Design flit_injector, sky130hd; sources not shown.
ff_map.png
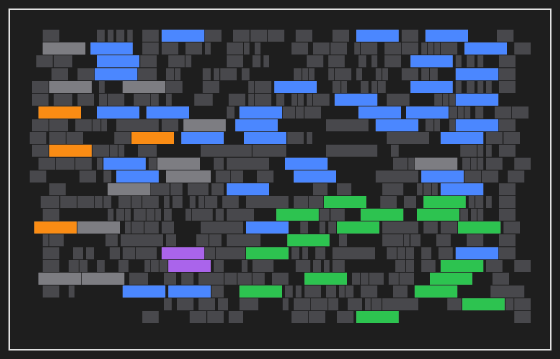
color	signal	placed flops
blue	`data_o`	35
green	`pkt_count_o`	16
orange	`dest_y_q`	4
purple	`state_q`	2
not colored	11
Seq group: 2.19 mW
register fraction of the total cell area: 36.9%
share of the core filled with cells in the final layout: 69.2%
register cell area after layout: 0.00170 sq mm

sizing.png
Bar = 20 um.
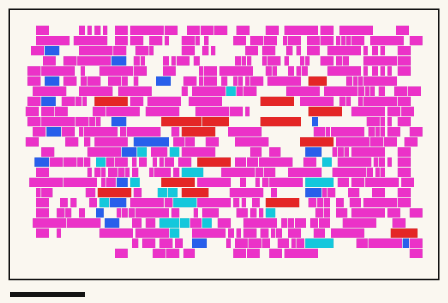
color	size	cells	share
magenta	x1 and smaller	360	87%
cyan	x3 and x4	18	4.4%
blue	x2	19	4.6%
red	x6 and larger	15	3.6%
number of ordinary and repair buffers in the finished layout: 119
final worst slack: 0.0664 ns
Non-Filler Cell Area, Final: 0.00462 sq mm
Synth-to-Final Area Change: 49.8%

gates.png
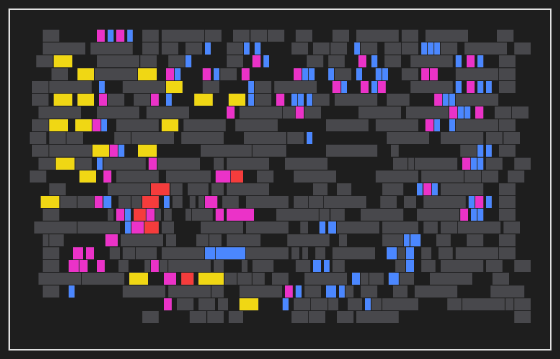
color	family	cells
yellow	mux cells	19
red	non-inverting ao/oa cells	6
blue	nand cells	77
magenta	aoi and oai cells	50
Layout Cells excl Fill: 499
most common logic cell in the routed design: sky130_fd_sc_hd__clkdlybuf4s50_1
multi-input combinational area share: 27.4%

==> summary.txt <==
Results of the full flow below.

Critical path:
- In this run the critical path is formed by inv_1, ha_1, a21boi_0, o21ai_4, nor4_1, xor2_1.
- The run gives the data required time of the worst path as 2.24 ns.
- The run puts the arrival time at the worst endpoint at ~2.2 ns.
- The worst setup path is captured at a register.
- The run puts the total number of cells along the worst setup path at 6.
- Counting both buffers and inverters, the worst setup path holds a total of 1.
- The cell family contributing the most delay on the critical path is AND-OR/OR-AND gates.
- The critical path in this run is classified as reg2reg.

Synthesis:
- The synthesis report names the predominant flop master as sky130_fd_sc_hd__dfrtp_1.
- The run puts the adder and majority gate portion of the synthesized area at approximately 1.2%.
- The synthesized netlist has a Yosys-reported chip area of 0.00308 sq mm.
- The run gives the multiplexer share of the synthesized area as between 6 and 7%.
- In this run, synthesis produced a sequential element count of 68.
- The run gives the average instance area after synthesis as 10.5 sq um.
- The top cell type by area accounts for between 50% and 60% of the synthesized area.
- For reference, the top logic cell family by area is simple AND/OR/NAND/NOR gates.
- For this run, the number of Yosys warnings is 0.
- The number of different library cells used by synthesis comes to slightly above 40.

Place:
- The run puts the half-perimeter wire length after detailed placement at 5.45 mm.
- The run puts the number of cells after detailed placement at roughly 480.
- Input and output buffers added on the ports amount to approximately 110.
- The run puts the setup slack at placement at -0.0803 ns.

STA:
- The run gives the relative slew slack as 64.9%.
- Setup repair after global routing left no endpoint under its margin.
- The run gives the count of endpoints failing hold in the final timing report as 0.
- The pin closest to its max-slew limit shows a slew of 0.524 ns.

Pwr:
- The run gives the total internal power as 4.28 mW.
- Per the OpenROAD power report, switching power amounts to 2.08 mW.
- The run puts the clock share of power at a little over a quarter.
- Per the power-grid run, VDD falls by no more than 0.702 mV.

Detailed routing:
- The run gives the routed wire length as roughly 7.4 mm.
- The run puts the number of remaining DRC errors at 0.
- The run gives the total length of routed met3 wires as 578 um.
- The violation tally recorded at the end of detailed-routing iteration 0 is 114.
- The run puts the routed metal-1 wire length at 3.31 mm.

Final layout:
- The run gives the multi-input combinational cell count as 202.
- The run gives the cell kind with the greatest summed area as registers.
- The run puts the number of flip-flops and latches at between 60 and 70.

Floorplanning:
- The vertical die dimension reported for this design is 72.1 um.

Clock network:
- Per the post-CTS timing run, clock transition at the registers of the reported paths is 0.06 ns.
- The tree is rooted in a sky130_fd_sc_hd__clkbuf_16.
- The run puts the clock latency of the later-clocked register in the worst-skew pair at 0.32 ns.
- Buffers inserted during clock tree synthesis total 9.
- TritonCTS built the clock tree.
- The clock passes through at most 2 buffers.
- Looking at the post-CTS report, the setup buffer insertion count equals 0.
- The run gives the maximum level of the CTS H-tree as 3.

Global routing:
- The run gives the number of antenna violations at the first check in global routing as 0.
- The run puts the overall track demand over capacity in global routing at 18.9%.
- The run puts the first-pass GRT wire length at 12.0 mm.
- The run puts the met3 capacity usage during global routing at 5.75%.

Flow run:
- The run gives the tally of OpenROAD warnings as 27.
- The run gives the number of maximum-capacitance violations as 0.

Worst hold path:
- The path class of the tightest hold or removal check is in2async.

Status:
- The flow ran to the end, and the final reports show no timing, DRC or antenna violations.
## power by group through the flow
stage	sequential, mW	combinational (mW)	clock (mW)
finish	2.19	2.49	1.69
global route	2.26	2.73	1.79
CTS	2.19	2.52	1.73
detailed placement	2.20	2.51	0
global placement	2.18	2.43	0
floorplan	2.32	1.14	0
## through the flow
| step | total power, mW | hold WS [ns] | TNS (ns) | area, sq um |
|---|---|---|---|---|
| after floorplan | 3.46 | 0.104 | 0 | 3080 |
| after global placement | 4.61 | 0.448 | -0.0667 | 4280 |
| after detailed placement | 4.72 | 0.452 | -0.677 | 4280 |
| after CTS | 6.44 | 0.102 | 0 | 4620 |
| after global routing | 6.78 | 0.118 | 0 | 4620 |
| final | 6.37 | 0.0848 | 0 | 4620 |
Power and IR drop assume default switching activity.
